### config.mk
export PLATFORM = sky130hd
export DESIGN_NAME = writeback_queue
export DESIGN_NICKNAME = d
export VERILOG_FILES = /design/src/rtl/writeback_queue.sv
export SDC_FILE = /design/constraint.sdc
export NUM_CORES = 1
export LEC_CHECK = 0
export ABC_AREA = 1
export CORE_ASPECT_RATIO = 0.9
export CORE_MARGIN = 2
export CORE_UTILIZATION = 50
export CTS_CLUSTER_SIZE = 14
export DETAILED_ROUTE_END_ITERATION = 7
export HOLD_SLACK_MARGIN = 0.06
export PLACE_DENSITY = 0.83
export SYNTH_ARGS = -nofsm -noshare
export SYNTH_HDL_FRONTEND = slang
export SYNTH_SLANG_ARGS = --single-unit
### constraint.sdc
create_clock -name clk -period 4.6 [get_ports clk]
set_clock_uncertainty 0.15 [all_clocks]
set_input_delay 1.38 -clock clk [delete_from_list [all_inputs] [get_ports clk]]
set_output_delay 1.38 -clock clk [all_outputs]
set_load 0.02 [all_outputs]
### src/rtl/writeback_queue.sv
// writeback_queue
//   Small circular buffer between the ALU/load result paths and the register
//   file write port (Register A). One result is accepted per cycle (the load
//   path has fixed priority), and the head entry is driven onto the write port
//   and popped at every rising edge while the queue is non-empty. Control
//   logic can look up outstanding writes to read addresses B and C.
//
//   Optional feature macro: WB_BYPASS_EN
//     defined   -> o_bypass_data_b/c return the data of the youngest queued
//                  entry whose address matches the query, or 0 if none does
//     undefined -> o_bypass_data_b/c are tied to 0
//
// Ports
//   clk, rst                    clock, synchronous active-high reset
//   i_alu_valid/addr/data       ALU result offer;  o_alu_ready handshake
//   i_ld_valid/addr/data        load result offer; o_ld_ready handshake
//   o_address_reg_a             register file write address (head entry)
//   o_wenable_reg_a             register file write enable (queue non-empty)
//   o_writedata_reg_a           register file write data (head entry)
//   i_query_addr_b/c            read addresses to check for hazards
//   o_pending_b/c               a queued entry targets the query address
//   o_bypass_data_b/c           youngest matching data (bypass builds only)
//   o_count                     entries currently held, 0..DEPTH
module writeback_queue #(
    parameter int REG_WIDTH  = 34,
    parameter int ADDR_WIDTH = 5,
    parameter int DEPTH      = 4,
    parameter int PTR_WIDTH  = 2
) (
    input  logic                  clk,
    input  logic                  rst,
    input  logic                  i_alu_valid,
    input  logic [ADDR_WIDTH-1:0] i_alu_addr,
    input  logic [REG_WIDTH-1:0]  i_alu_data,
    output logic                  o_alu_ready,
    input  logic                  i_ld_valid,
    input  logic [ADDR_WIDTH-1:0] i_ld_addr,
    input  logic [REG_WIDTH-1:0]  i_ld_data,
    output logic                  o_ld_ready,
    output logic [ADDR_WIDTH-1:0] o_address_reg_a,
    output logic                  o_wenable_reg_a,
    output logic [REG_WIDTH-1:0]  o_writedata_reg_a,
    input  logic [ADDR_WIDTH-1:0] i_query_addr_b,
    input  logic [ADDR_WIDTH-1:0] i_query_addr_c,
    output logic                  o_pending_b,
    output logic                  o_pending_c,
    output logic [REG_WIDTH-1:0]  o_bypass_data_b,
    output logic [REG_WIDTH-1:0]  o_bypass_data_c,
    output logic [PTR_WIDTH:0]    o_count
);
    localparam int CW = PTR_WIDTH + 1;

    logic [ADDR_WIDTH-1:0] mem_addr [DEPTH];
    logic [REG_WIDTH-1:0]  mem_data [DEPTH];
    logic [PTR_WIDTH-1:0]  wr_ptr, rd_ptr;
    logic [PTR_WIDTH:0]    count;

    logic                  full, empty, push, pop;
    logic [ADDR_WIDTH-1:0] push_addr;
    logic [REG_WIDTH-1:0]  push_data;
    logic [DEPTH-1:0]      entry_valid;

    assign full  = (count == CW'(DEPTH));
    assign empty = (count == '0);

    // Readiness depends only on queue state and the competing load valid,
    // never on i_alu_valid, so there is no combinational loop via the ALU.
    assign o_ld_ready  = !full;
    assign o_alu_ready = !full && !i_ld_valid;

    assign push      = (i_ld_valid && o_ld_ready) || (i_alu_valid && o_alu_ready);
    assign push_addr = i_ld_valid ? i_ld_addr : i_alu_addr;
    assign push_data = i_ld_valid ? i_ld_data : i_alu_data;
    assign pop       = !empty;

    always_ff @(posedge clk) begin
        if (rst) begin
            wr_ptr <= '0;
            rd_ptr <= '0;
            count  <= '0;
        end else begin
            if (push) wr_ptr <= wr_ptr + 1'b1;
            if (pop)  rd_ptr <= rd_ptr + 1'b1;
            count <= count + CW'(push) - CW'(pop);
        end
    end

    // Storage needs no reset: entries are qualified by count.
    always_ff @(posedge clk) begin
        if (!rst && push) begin
            mem_addr[wr_ptr] <= push_addr;
            mem_data[wr_ptr] <= push_data;
        end
    end

    // An entry is live when its distance from the head is below count.
    always_comb begin
        entry_valid = '0;
        for (int i = 0; i < DEPTH; i++) begin
            logic [PTR_WIDTH-1:0] ofs;
            ofs = PTR_WIDTH'(i) - rd_ptr;
            entry_valid[i] = (CW'(ofs) < count);
        end
    end

    always_comb begin
        o_wenable_reg_a   = !empty;
        o_address_reg_a   = empty ? '0 : mem_addr[rd_ptr];
        o_writedata_reg_a = empty ? '0 : mem_data[rd_ptr];
        o_count           = count;
    end

    always_comb begin
        o_pending_b = 1'b0;
        o_pending_c = 1'b0;
        for (int i = 0; i < DEPTH; i++) begin
            if (entry_valid[i] && mem_addr[i] == i_query_addr_b) o_pending_b = 1'b1;
            if (entry_valid[i] && mem_addr[i] == i_query_addr_c) o_pending_c = 1'b1;
        end
    end

`ifdef WB_BYPASS_EN
    // Walk from oldest to youngest so the last match (youngest) wins.
    always_comb begin
        o_bypass_data_b = '0;
        o_bypass_data_c = '0;
        for (int k = 0; k < DEPTH; k++) begin
            logic [PTR_WIDTH-1:0] idx;
            idx = rd_ptr + PTR_WIDTH'(k);
            if (CW'(k) < count) begin
                if (mem_addr[idx] == i_query_addr_b) o_bypass_data_b = mem_data[idx];
                if (mem_addr[idx] == i_query_addr_c) o_bypass_data_c = mem_data[idx];
            end
        end
    end
`else
    assign o_bypass_data_b = '0;
    assign o_bypass_data_c = '0;
`endif

endmodule

==> impl_metrics.env, run 1 <==
# yosys + openroad results
export IMPL_max_stage_delay_ps=590
export IMPL_wirelength_met1_um=7340
export IMPL_cts_max_path_buffers=2
export IMPL_cp_start_kind="primary input"
export IMPL_worst_pin_slew_ps=963
export IMPL_grt_max_degree=86
export IMPL_chip_area_um2=17600
export IMPL_cp_max_fo=5
export IMPL_numClockSinks=165
export IMPL_num_vias=5825
export IMPL_rsz0062_at_grt="no"
export IMPL_cp_required_ps=3070
export IMPL_top_cells_by_area="edfxtp_1, nor2_1, buf_4"
export IMPL_top_layer_used="met4"
export IMPL_vias_per_cell=5.17
export IMPL_synthAoiAreaFrac_pct=8.76
export IMPL_tritoncts="yes"
export IMPL_ant_nets=0
export IMPL_power_leader="combinational cells"
export IMPL_synth_seq_share_pct=58.9
export IMPL_warning_count=30
export IMPL_clock_latency_ps=420
export IMPL_synth_edff_count=156
export IMPL_post_cts_buffers=0
export IMPL_wl_um=18200
export IMPL_comb_power_share_pct=40.4
export IMPL_yosys_dominant_comb_family="simple AND/OR/NAND/NOR gates"
export IMPL_cts_hold_repair_buffers=0
export IMPL_ir_drop_mv=0.379
export IMPL_simple_gate_area_share_pct=11.8
export IMPL_final_period_utilization_pct=95.8
export IMPL_drv_slew=0
export IMPL_port_buffers=138
export IMPL_synth_cells=776
export IMPL_synthesis_area_um2=8250
export IMPL_core_rowCount=44
export IMPL_worst_path_max_delay_cell="clkdlybuf4s50_1"
export IMPL_ys_seq_elements=165
export IMPL_p_comb_mw=2.34
export IMPL_wl_per_cell_um=16.1
export IMPL_ys_area_um2=8250
export IMPL_core_um2=16100
export IMPL_ys_sh_mux_pct=5.32
export IMPL_dp_hpwl_um=11300
export IMPL_switchingPower_mw=2.12
export IMPL_avgSynthCellArea_um2=10.6
export IMPL_status="complete, no violations"
export IMPL_crit_family="buffers and inverters"
export IMPL_sequentialPowerShare_pct=33.5
export IMPL_top_area_share_pct=56.8
export IMPL_tns_ps=0
export IMPL_async_reset_ff_share_pct=0
export IMPL_yosysWarnings=0
export IMPL_critPathArrivalTime_ps=2880
export IMPL_relSlewSlack_pct=35.7
export IMPL_period_needed_ps=4410
export IMPL_max_cap_viol_count=0
export IMPL_dieHeight_um=126
export IMPL_flop_cell="edfxtp_1"
export IMPL_grt_overflow_total=0
export IMPL_setup_viol=0
export IMPL_power_density_nw_per_um2=567
export IMPL_clk_pin_slew_ps=60
export IMPL_p_total_mw=5.78
export IMPL_htreeDepth=4
export IMPL_ys_sh_xor_pct=2.44
export IMPL_grt_pass1_wl_um=27500
export IMPL_endpoint_kind="primary output"
export IMPL_n_antenna_cell=0
export IMPL_powerClk_mw=1.51
export IMPL_drc_errors=0
export IMPL_power_internal_mw=3.66
export IMPL_syn2layout_area_growth_pct=23.6
export IMPL_cts_made_buffers=17
export IMPL_gp_congestion=0.869
export IMPL_drive_gt1_share_pct=10.7
export IMPL_p_leak_nw=3.83
export IMPL_routed_wl_met2_um=9030
export IMPL_hold_viol_final=0
export IMPL_path_buffers=3
export IMPL_yosysUniqueCellTypes=30
export IMPL_firstDrtPassIters=7
export IMPL_path_cells="clkdlybuf4s50_1, inv_1, nand2_1, nand2_1, nand3_1, nor2_1, nor2_1, nand3_1, dlygate4sd2_1"
export IMPL_fp_dieW_um=139
export IMPL_antenna_found_initial=1
export IMPL_critPathKind="in2out"
export IMPL_switching_share_pct=36.7
export IMPL_hp_class="reg2reg"
export IMPL_met3_length_um=1500
export IMPL_ys_sh_adder_pct=1.76
==> run 1: layout by cell type (no fill, tap or decap) <==
cell / instances
inv_1: 37
dfxtp_1: 7
inv_6: 2
o21ai_2: 1
or2_0: 1
o211ai_1: 3
edfxtp_1: 156
dfxtp_2: 2
conb_1: 68
a21oi_1: 52
dlygate4sd2_1: 4
clkdlybuf4s50_1: 133
inv_8: 2
nand2_1: 73
clkinv_2: 2
clkbuf_16: 17
clkbuf_1: 1
clkbuf_8: 1
ha_1: 10
buf_12: 4
buf_4: 9
mux2_2: 39
inv_2: 4
xnor2_1: 13
a21boi_0: 2
fa_1: 1
bufinv_16: 4
nor2_1: 161
buf_2: 1
clkinvlp_4: 3
o21bai_1: 1
o21ai_0: 55
o21ai_1: 22
a21oi_2: 1
or2_1: 1
a211oi_1: 2
nand3_2: 2
nand3_1: 9
xor2_1: 10
nor2_4: 4
==> run 1: state kept, by name, summed over array words and instances, names as in the netlist, named ones only <==
| register | cells |
|---|---|
| mem_data | 136 |
| o_count | 3 |
| wr_ptr | 2 |
| rd_ptr | 2 |
| mem_addr | 20 |
==> run 1: metrics by stage <==
step	std cells	setup slack, ps	hold WS (ps)	instance area (um^2)	util [%]
6_report	1127	193	398	10200	63.2
5_1_grt	1127	31.5	436	10200	63.2
4_1_cts	1127	211	396	10200	63.2
3_5_place_dp	1095	-83.1	385	9570	59.3
3_3_place_gp	1095	-73.8	371	9570	59.3
2_1_floorplan	843	430	344	8500	-
==> run 1: per-layer routing <==
layer,up-vias,track usage [%]
li1,2756,-
met1,2754,24.8
met2,290,35.4
met3,25,5.74
met4,0,7.43
met5,-,0
==> run 1: kinds of logic after synthesis <==
logic type	count (synthesis)
adder cells (fa/ha/maj)	11
AND-OR/OR-AND	139
XOR/XNOR	23
buffers and inverters	147
AND/OR/NAND/NOR	251
other	1
flip-flops	165
multiplexers	39
==> run 1: Yosys cell counts, types with 3 or more instances <==
| cell type | number |
|---|---|
| o211ai_1 | 3 |
| clkbuf_1 | 5 |
| buf_4 | 73 |
| dfxtp_1 | 9 |
| nor2_1 | 165 |
| clkbuf_2 | 10 |
| a21oi_1 | 52 |
| xor2_1 | 10 |
| buf_6 | 7 |
| o21ai_0 | 55 |
| o21ai_1 | 22 |
| ha_1 | 10 |
| inv_1 | 37 |
| buf_2 | 11 |
| mux2_2 | 39 |
| xnor2_1 | 13 |
| nand3_1 | 9 |
| nand2_1 | 73 |
| edfxtp_1 | 156 |
| inv_2 | 4 |
==> run 1: layout make-up <==
type                       count  area (um^2)
multi-input combinational    531         2770
clock inverter                13          193
tap                          207          259
clock buffer                  19          443
timing repair buffer         151         1520
inverter                      41          154
fill                        1228         5930
sequential                   165         4870
==> run 1: what timing repair did <==
item / CTS / global route
hold endpoints to repair: 0 / 0
setup endpoints to repair: 2 / 0
gates resized: 4 / 0
==> run 1: worst paths after layout <==
check | from | to | depth (start not counted)
min | rd_ptr[0] | rd_ptr[0] | 2
max | i_query_addr_b[3] | o_pending_b | 9
min reg2reg | rd_ptr[0] | rd_ptr[0] | 2
max reg2reg | o_count[1] | mem_data[2][7] | 6
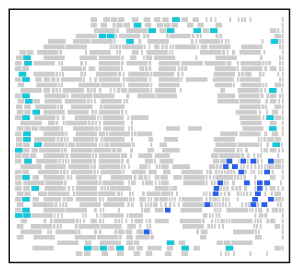
Fig. 1. Selected gate families (run 1).
(2 px per um)
cyan -> multiplexers  # cells 39, where spread over the die
blue -> XOR/XNOR gates  # cells 23
most numerous logic cell after layout: nor2_1
Non-Filler Instances: 1127
Comb/total area: 27.1%

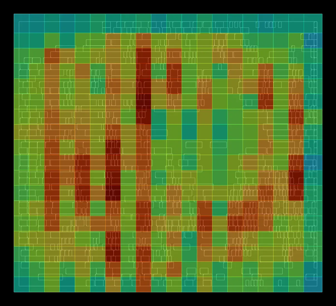
Fig. 2. Routing congestion (run 1).
overall global routing resource usage: 20.5%
post-layout util: 63.2%
met3 Use GR: 5.74%

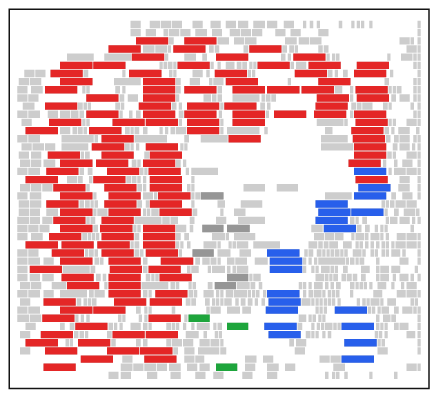
Fig. 3. Register map, names as in the netlist (run 1).
(3 px per um) Other sequential cells in the stronger gray, the rest of the logic in the fainter gray.
red -> mem_data  # placed flops 136, where spread over the die
green -> o_count  # placed flops 3
blue -> mem_addr  # placed flops 20
not colored = 6
Sequential Area: 4870 um^2
sequential power: 1.94 mW
flop share of the area: 47.7%

==> run 2, diff against run 1 <==
--- a/config.mk
+++ b/config.mk
@@ -7,7 +7,7 @@
 export LEC_CHECK = 0
 export ABC_AREA = 1
 export CORE_ASPECT_RATIO = 0.9
-export CORE_MARGIN = 2
+export CORE_MARGIN = 3
 export CORE_UTILIZATION = 50
 export CTS_CLUSTER_SIZE = 14
 export DETAILED_ROUTE_END_ITERATION = 7
==> impl_metrics.env, run 2 <==
# yosys + openroad results
export IMPL_status="complete, no violations"
export IMPL_synth_seq_share_pct=58.9
export IMPL_grt_overflow_total=0
export IMPL_endpoint_kind="primary output"
export IMPL_dieHeight_um=128
export IMPL_ys_seq_elements=165
export IMPL_top_area_share_pct=56.8
export IMPL_synthAoiAreaFrac_pct=8.76
export IMPL_synth_top_cells_by_count="nor2_1, edfxtp_1, buf_4, nand2_1, o21ai_0"
export IMPL_cts_max_path_buffers=2
export IMPL_wl_um=18100
export IMPL_cp_start_kind="primary input"
export IMPL_avgSynthCellArea_um2=10.6
export IMPL_worst_pin_slew_ps=925
export IMPL_ir_drop_mv=0.354
export IMPL_critPathArrivalTime_ps=2880
export IMPL_simple_gate_area_share_pct=11.8
export IMPL_dp_cells=1089
export IMPL_chip_area_um2=18100
export IMPL_warning_count=30
export IMPL_antenna_found_initial=1
export IMPL_vias_per_cell=5.07
export IMPL_yosys_dominant_comb_family="simple AND/OR/NAND/NOR gates"
export IMPL_period_needed_ps=4410
export IMPL_max_cap_viol_count=0
export IMPL_flop_cell="edfxtp_1"
export IMPL_yosysUniqueCellTypes=30
export IMPL_finalNonFillerCells=1121
export IMPL_htreeDepth=4
export IMPL_grt_max_degree=59
export IMPL_n_antenna_cell=0
export IMPL_fp_dieW_um=141
export IMPL_cp_required_ps=3070
export IMPL_clk_pin_slew_ps=60
export IMPL_tns_ps=0
export IMPL_tritoncts="yes"
export IMPL_drive_gt1_share_pct=10.6
export IMPL_top_cell="nor2_1"
export IMPL_rsz0062_at_grt="no"
export IMPL_drc_errors=0
export IMPL_core_rowCount=43
export IMPL_top_cells_by_area="edfxtp_1, nor2_1, buf_4"
export IMPL_syn2layout_area_growth_pct=22.5
export IMPL_ant_nets=0
export IMPL_power_density_nw_per_um2=552
export IMPL_largest_register_ffs=136
export IMPL_wl_per_cell_um=16.1
export IMPL_synth_edff_count=156
export IMPL_r2r_cells=6
export IMPL_synth_cells=776
export IMPL_gp_congestion=0.910
export IMPL_core_um2=15800
export IMPL_critPathKind="in2out"
export IMPL_drv_slew=0
export IMPL_largest_register="mem_data"
export IMPL_hold_viol_final=0
export IMPL_p_leak_nw=3.80
export IMPL_lay_top_cells="nor2_1, edfxtp_1, clkdlybuf4s50_1"
export IMPL_cp_max_fo=5
export IMPL_relSlewSlack_pct=38.3
export IMPL_yosysWarnings=0
export IMPL_ys_sh_xor_pct=2.44
export IMPL_grt_pass1_wl_um=27200
export IMPL_async_reset_ff_share_pct=0
export IMPL_min_path_cells=2
export IMPL_dp_hpwl_um=11600
export IMPL_grt_pass1_vias=5394
export IMPL_firstDrtPassIters=5
export IMPL_port_buffers=138
export IMPL_mostFrequentLayoutCell="nor2_1"
export IMPL_cts_hold_repair_buffers=0
export IMPL_cts_made_buffers=17
export IMPL_num_vias=5687
-- run 2: cell counts after synthesis --
Identical to the previous run, type by type.
-- run 2: logic make-up after synthesis --
| group | Yosys count |
|---|---|
| simple gates | 251 |
| flops | 165 |
| buf+inv | 147 |
| compound gates | 139 |
| mux | 39 |
| xor+xnor | 23 |
| fa+ha+maj | 11 |
| other cells | 1 |
-- run 2: worst paths after layout --
check / start / endpoint / slack (ps)
setup / recovery: i_query_addr_c[4] / o_pending_c / 190
hold / removal: rd_ptr[0] / rd_ptr[0] / 400
setup reg to reg: o_count[1] / mem_data[3][15] / 2090
hold reg to reg: rd_ptr[0] / rd_ptr[0] / 400
-- run 2: metrics by stage --
step                      cell area, um^2  power, mW  hold slack [ps]  setup slack [ps]
final                               10100       5.58              398               193
after global routing                10100       5.90              421               103
after CTS                           10100       5.61              391               189
after detailed placement             9560       4.29              381             -84.1
after global placement               9560       4.24              371             -51.7
after floorplan                      8500       3.46              344               430
-- run 2: timing repair --
item                                    4_1_cts  5_1_grt
endpoints found under the setup margin        2        0
buffers inserted                              0        0
resized                                       3        0
-- run 2: final cells by class --
type | instances | area [um^2]
fill | 1198 | 5660
sequential | 165 | 4870
multi-input combinational | 531 | 2770
timing repair buffer | 150 | 1510
clock buffer | 17 | 425
tap | 202 | 253
inverter | 41 | 154
clock inverter | 15 | 129
-- run 2: layer usage --
layer	GRT usage (%)	part of all wire [%]	vias to the layer above
met5	0	0.072	-
met4	6.04	1.1	2
met2	33.5	49	247
li1	-	-	2754
met3	5.52	8.2	21
met1	24.3	41	2663
-- run 2: power by group --
part | switching [mW] | internal, mW | leakage (nW) | total (mW)
clock network | 0.570 | 0.747 | 0.273 | 1.32
registers | 0.0875 | 1.85 | 1.50 | 1.94
logic | 1.44 | 0.887 | 2.03 | 2.32
-- run 2: worst max-delay path: stages --
cell and delay (ps):
clkdlybuf4s50_1 580, inv_1 80, nand2_1 60, nand2_1 60, nor2_1 120, nand2_1 60, nor2_1 90, nor2_1 50
nand3_1 70, dlygate4sd2_1 340
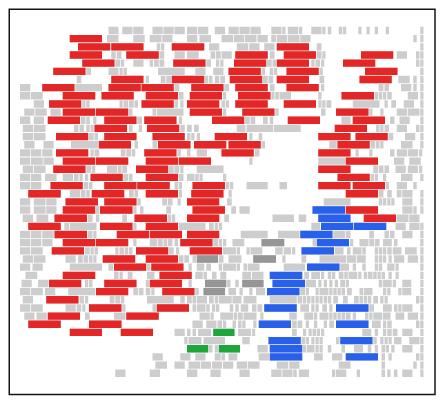
Fig. 4. Register map, names as in the netlist (run 2).
(3 px per um) Other sequential cells in the stronger gray, the rest of the logic in the fainter gray.
red -> mem_data  # placed flops 136
blue -> mem_addr  # placed flops 20
green -> o_count  # placed flops 3
not colored = 6
post-layout util: 64.1%
flop share of the area: 48.2%

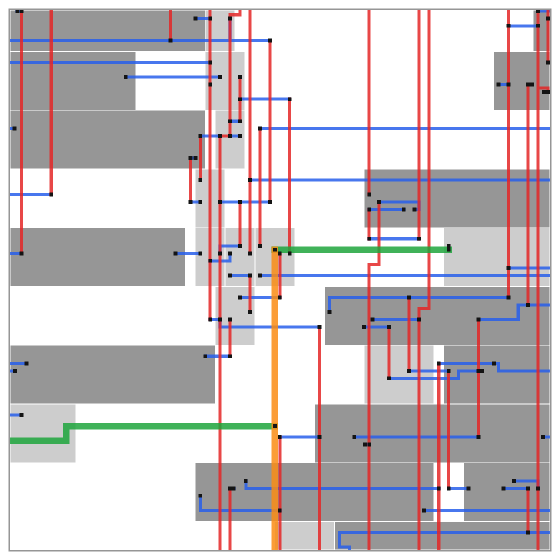
Fig. 5. A small window of the routed layout (run 2).
Region (94, 83) to (119, 108) um. Cells in gray, sequential cells in the stronger gray; small squares are vias.
red -> met2
green -> met3
blue -> met1
orange -> met4
cells with their middle in the window = 19
netlist names of flops here include = mem_data (9)
most frequent = edfxtp_1 (9), nor2_1 (5)
sequential cells in the window = 9

Power figures rest on the tool's default switching activity, not on a simulated workload.
